==> images/clock_map.png <==
The bar under the picture is 50 µm long.
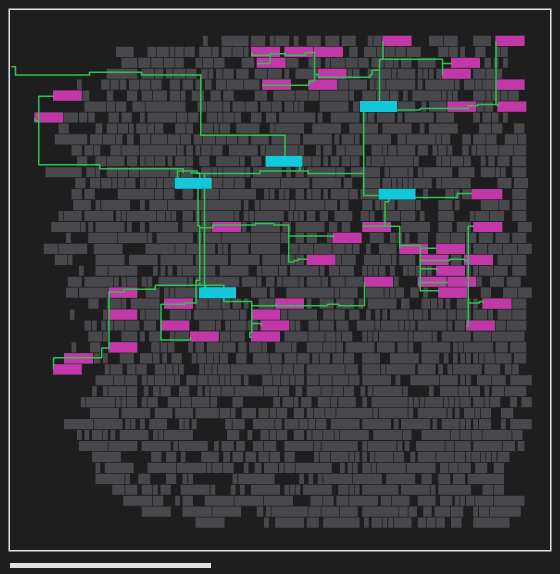
==> images/met2.png <==
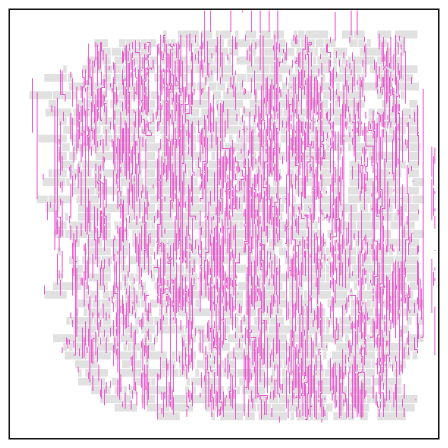
===== src/rtl/loop_filter_gearshift.sv =====
// loop_filter_gearshift: ADPLL PI loop filter with valid-qualified error, acquire/track gain sets and lock-driven gear shifting
// Ports:
//   gen_clk_i, reset_i         clock, synchronous active-high reset
//   valid_i, error_i           qualified signed phase-error sample
//   kp_acq_i, ki_acq_i         unsigned PI gains used while acquiring
//   kp_trk_i, ki_trk_i         unsigned PI gains used while tracking
//   freeze_i                   hold integrator, P path stays live
//   force_acq_i                force ACQUIRE and clear the lock counter
//   dco_cc_o, valid_o          saturated signed DCO code and its one-cycle update strobe
//   locked_o, sat_o            TRACK indicator, clamp indicator for the last update
module loop_filter_gearshift #(
    parameter int ERROR_WIDTH   = 8,
    parameter int KP_WIDTH      = 6,
    parameter int KI_WIDTH      = 6,
    parameter int FRAC_BITS     = 4,
    parameter int ACC_WIDTH     = 20,
    parameter int DCO_CC_WIDTH  = 8,
    parameter int LOCK_THRESH   = 2,
    parameter int UNLOCK_THRESH = 8,
    parameter int LOCK_COUNT    = 16
) (
    input  logic                           gen_clk_i,
    input  logic                           reset_i,
    input  logic                           valid_i,
    input  logic signed [ERROR_WIDTH-1:0]  error_i,
    input  logic        [KP_WIDTH-1:0]     kp_acq_i,
    input  logic        [KI_WIDTH-1:0]     ki_acq_i,
    input  logic        [KP_WIDTH-1:0]     kp_trk_i,
    input  logic        [KI_WIDTH-1:0]     ki_trk_i,
    input  logic                           freeze_i,
    input  logic                           force_acq_i,
    output logic signed [DCO_CC_WIDTH-1:0] dco_cc_o,
    output logic                           valid_o,
    output logic                           locked_o,
    output logic                           sat_o
);
    localparam int PW = ERROR_WIDTH + KP_WIDTH + 1;
    localparam int QW = ERROR_WIDTH + KI_WIDTH + 1;
    localparam int IW = ACC_WIDTH + 1;
    localparam int SW = (PW > ACC_WIDTH ? PW : ACC_WIDTH) + 1;
    localparam int CW = $clog2(LOCK_COUNT + 1);
    localparam logic [ERROR_WIDTH:0] LT = (ERROR_WIDTH+1)'(LOCK_THRESH);
    localparam logic [ERROR_WIDTH:0] UT = (ERROR_WIDTH+1)'(UNLOCK_THRESH);
    localparam logic [CW-1:0] LC = CW'(LOCK_COUNT);

    typedef enum logic {ACQUIRE, TRACK} state_t;

    state_t                         state, state_n;
    logic        [CW-1:0]           cnt, cnt_n;
    logic                           v_r;
    logic signed [ERROR_WIDTH-1:0]  e_r;
    logic signed [ACC_WIDTH-1:0]    integ, i_next;
    logic        [KP_WIDTH-1:0]     kp;
    logic        [KI_WIDTH-1:0]     ki;
    logic signed [PW-1:0]           p;
    logic signed [QW-1:0]           q;
    logic signed [IW-1:0]           i_sum;
    logic                           i_ovf, o_ovf;
    logic signed [SW-1:0]           sum;
    logic signed [DCO_CC_WIDTH-1:0] cc;
    logic signed [ERROR_WIDTH:0]    ex;
    logic        [ERROR_WIDTH:0]    mag;

    assign locked_o = state == TRACK;

    // Datapath: gains come from the pre-edge state so a gear change affects the next sample only
    always_comb begin
        kp     = state == TRACK ? kp_trk_i : kp_acq_i;
        ki     = state == TRACK ? ki_trk_i : ki_acq_i;
        p      = PW'(e_r) * PW'($signed({1'b0, kp}));
        q      = QW'(e_r) * QW'($signed({1'b0, ki}));
        i_sum  = IW'(integ) + IW'(q);
        // One guard bit suffices: the product is narrower than the accumulator
        i_ovf  = !freeze_i && (i_sum[IW-1] != i_sum[IW-2]);
        i_next = freeze_i ? integ :
                 i_ovf ? {i_sum[IW-1], {(ACC_WIDTH-1){~i_sum[IW-1]}}} : i_sum[ACC_WIDTH-1:0];
        sum    = (SW'(p) + SW'(i_next)) >>> FRAC_BITS;
        o_ovf  = sum != SW'($signed(sum[DCO_CC_WIDTH-1:0]));
        cc     = o_ovf ? {sum[SW-1], {(DCO_CC_WIDTH-1){~sum[SW-1]}}} : sum[DCO_CC_WIDTH-1:0];
        ex     = {e_r[ERROR_WIDTH-1], e_r};
        mag    = ex[ERROR_WIDTH] ? -ex : ex;
    end

    // Lock FSM next state; force_acq_i wins over any sample-driven transition
    always_comb begin
        state_n = state;
        cnt_n   = cnt;
        if (v_r) begin
            if (state == ACQUIRE) begin
                cnt_n = mag <= LT ? cnt + 1'b1 : '0;
                if (cnt_n == LC) begin
                    state_n = TRACK;
                    cnt_n   = '0;
                end
            end else if (mag > UT) begin
                state_n = ACQUIRE;
                cnt_n   = '0;
            end
        end
        if (force_acq_i) begin
            state_n = ACQUIRE;
            cnt_n   = '0;
        end
    end

    always_ff @(posedge gen_clk_i) begin
        if (reset_i) begin
            state <= ACQUIRE;
            cnt   <= '0;
        end else begin
            state <= state_n;
            cnt   <= cnt_n;
        end
    end

    always_ff @(posedge gen_clk_i) begin
        if (reset_i) begin
            v_r      <= 1'b0;
            e_r      <= '0;
            integ    <= '0;
            dco_cc_o <= '0;
            valid_o  <= 1'b0;
            sat_o    <= 1'b0;
        end else begin
            v_r     <= valid_i;
            valid_o <= v_r;
            if (valid_i)
                e_r <= error_i;
            if (v_r) begin
                integ    <= i_next;
                dco_cc_o <= cc;
                sat_o    <= i_ovf | o_ovf;
            end
        end
    end
endmodule


===== config.mk =====
export PLATFORM = sky130hd
export DESIGN_NAME = loop_filter_gearshift
export DESIGN_NICKNAME = d
export VERILOG_FILES = /design/src/rtl/loop_filter_gearshift.sv
export SDC_FILE = /design/constraint.sdc
export NUM_CORES = 1
export LEC_CHECK = 0
export CORE_MARGIN = 4
export CORE_UTILIZATION = 55
export CTS_CLUSTER_SIZE = 28
export DETAILED_ROUTE_END_ITERATION = 6
export PLACE_DENSITY_LB_ADDON = 0.3
export SETUP_SLACK_MARGIN = 0.05
export SLEW_MARGIN = 10
export SYNTH_ARGS = -nofsm -noshare
export SYNTH_HDL_FRONTEND = slang
export SYNTH_SLANG_ARGS = --single-unit

===== constraint.sdc =====
create_clock -name gen_clk_i -period 10.85 [get_ports gen_clk_i]
set_input_delay 1.6275 -clock gen_clk_i [delete_from_list [all_inputs] [get_ports gen_clk_i]]
set_output_delay 1.6275 -clock gen_clk_i [all_outputs]
set_load 0.02 [all_outputs]

==> results.ini <==
[status]
failed_checks = negative setup slack
run_status = complete, but fails checks

[flow_run]
cap_violations = 0

[global_route]
grt_max_degree = 45

[worst_setup_path]
reg2reg_setup_slack_ps = 450
crit_path_end_kind = flop
crit_fanout = 7
crit_path_start_kind = primary input

[sta]
min_period_ps = 11120
setup_ws_ps = -273
fin_tns_setup_ps = -1890
setup_viol_count_final = 8
finalCritPeriodShare_pct = 103

[yosys]
ys.flop_type = dfxtp_1
area_leaders = fa_1, ha_1, dfxtp_1
synth_flops = 45

[final_layout]
layout_top_cell = inv_1
n_antenna_cell = 0
lay_top_cells = inv_1, buf_4, fa_1

[power_and_ir_drop]
p_leak_uw = 0.00540
ir_worst_vdd_v = 0.000219

Back to the opening pictures, clock_map.png:
legend:
  magenta:
    item: flip-flops
    count: 45
  green:
    item: clock wires
    length: 779 µm
  cyan:
    item: cells driving clock nets
    count: 5
routed clock nets: 6

Back to the opening pictures, met2.png:
wire length on this layer: 11400 µm
main direction: vertical
nets with wire on the layer: 1251

==> sequential cells by signal, summed over array words and instances (netlist names) <==
signal and cells:
sat_o 1, cnt 5, locked_o 1, v_r 1
integ 20, e_r 8, dco_cc_o 8, valid_o 1
==> final cells by class <==
class,count,area [µm²]
tap,211,264
multi-input combinational,730,7540
timing repair buffer,212,1760
inverter,208,781
sequential,45,902
clock inverter,2,38.8
fill,1060,3970
clock buffer,6,129
==> report_power, final <==
group | internal [µW] | total (µW) | switching (µW) | leakage [µW]
Clock | 110 | 183 | 73.9 | 0.0000810
Sequential | 182 | 200 | 17.4 | 0.000368
Combinational | 949 | 1910 | 964 | 0.00495
Total | 1240 | 2300 | 1050 | 0.00540
==> cell usage after synthesis, types with 7 or more instances <==
library cell / count
xnor2_1: 29
nand3_1: 10
nor2b_1: 43
a21oi_1: 45
nand4_1: 7
nor2_1: 82
nor3_1: 12
nand2_1: 49
fa_1: 126
and2_1: 22
nand2b_1: 17
mux2_2: 16
mux2i_1: 29
inv_1: 207
xor2_1: 18
ha_1: 83
a311oi_1: 9
clkbuf_1: 29
dfxtp_1: 45
a21o_1: 20
o21ai_0: 27
maj3_1: 18
==> stage by stage <==
stage / cells / utilization (%) / cell area, µm² / hold slack (ps) / power, µW
final: 1414 / 74.2 / 11400 / 483 / 2300
after global routing: 1414 / 74.2 / 11400 / 501 / 2510
after CTS: 1406 / 73.0 / 11200 / 489 / 2200
after detailed placement: 1381 / 69.2 / 10600 / 477 / 1880
after global placement: 1381 / 69.2 / 10600 / 467 / 1850
after floorplan: 1016 / - / 8980 / 475 / 1340
==> kinds of logic (layout without fill, tap and decap cells) <==
| group | after synthesis | in the layout | share of synthesized area [%] |
|---|---|---|---|
| flops | 45 | 45 | 10.3 |
| buf+inv | 242 | 428 | 10.4 |
| mux | 45 | 45 | 5.38 |
| simple gates | 262 | 262 | 14.8 |
| compound gates | 147 | 147 | 11.4 |
| xor+xnor | 48 | 49 | 4.96 |
| fa+ha+maj | 227 | 227 | 42.7 |
==> layer usage <==
metal	GRT usage [%]	vias to the layer above	part of all wire [%]
met5	0	-	0
met4	7.47	0	2.9
met3	3.79	51	5.2
met2	47.9	218	50
met1	33.0	3688	42
li1	-	3630	-
==> timing repair <==
item,4_1_cts,5_1_grt
endpoints found under the setup margin,8,8
gates cloned,2,0
resized,75,28
hold buffers,0,0
buffers inserted,15,8
pin swaps,29,36
hold endpoints to repair,0,0
==> path summary, 6_finish.rpt <==
path,start,end,cells past startpoint
hold reg to reg,dco_cc_o[2],dco_cc_o[2],2
setup reg to reg,locked_o,dco_cc_o[4],42
hold / removal,dco_cc_o[2],dco_cc_o[2],2
setup / recovery,ki_acq_i[2],dco_cc_o[4],40
==> critical path, delay by kind of cell <==
kind	cells	cell delay (ps)
adder cells (fa/ha/maj)	10	4320
AND-OR/OR-AND	15	2950
AND/OR/NAND/NOR	4	940
buffers and inverters	8	670
multiplexers	2	610
XOR/XNOR	1	160
Power figures rest on the tool's default switching activity, not on a simulated workload.
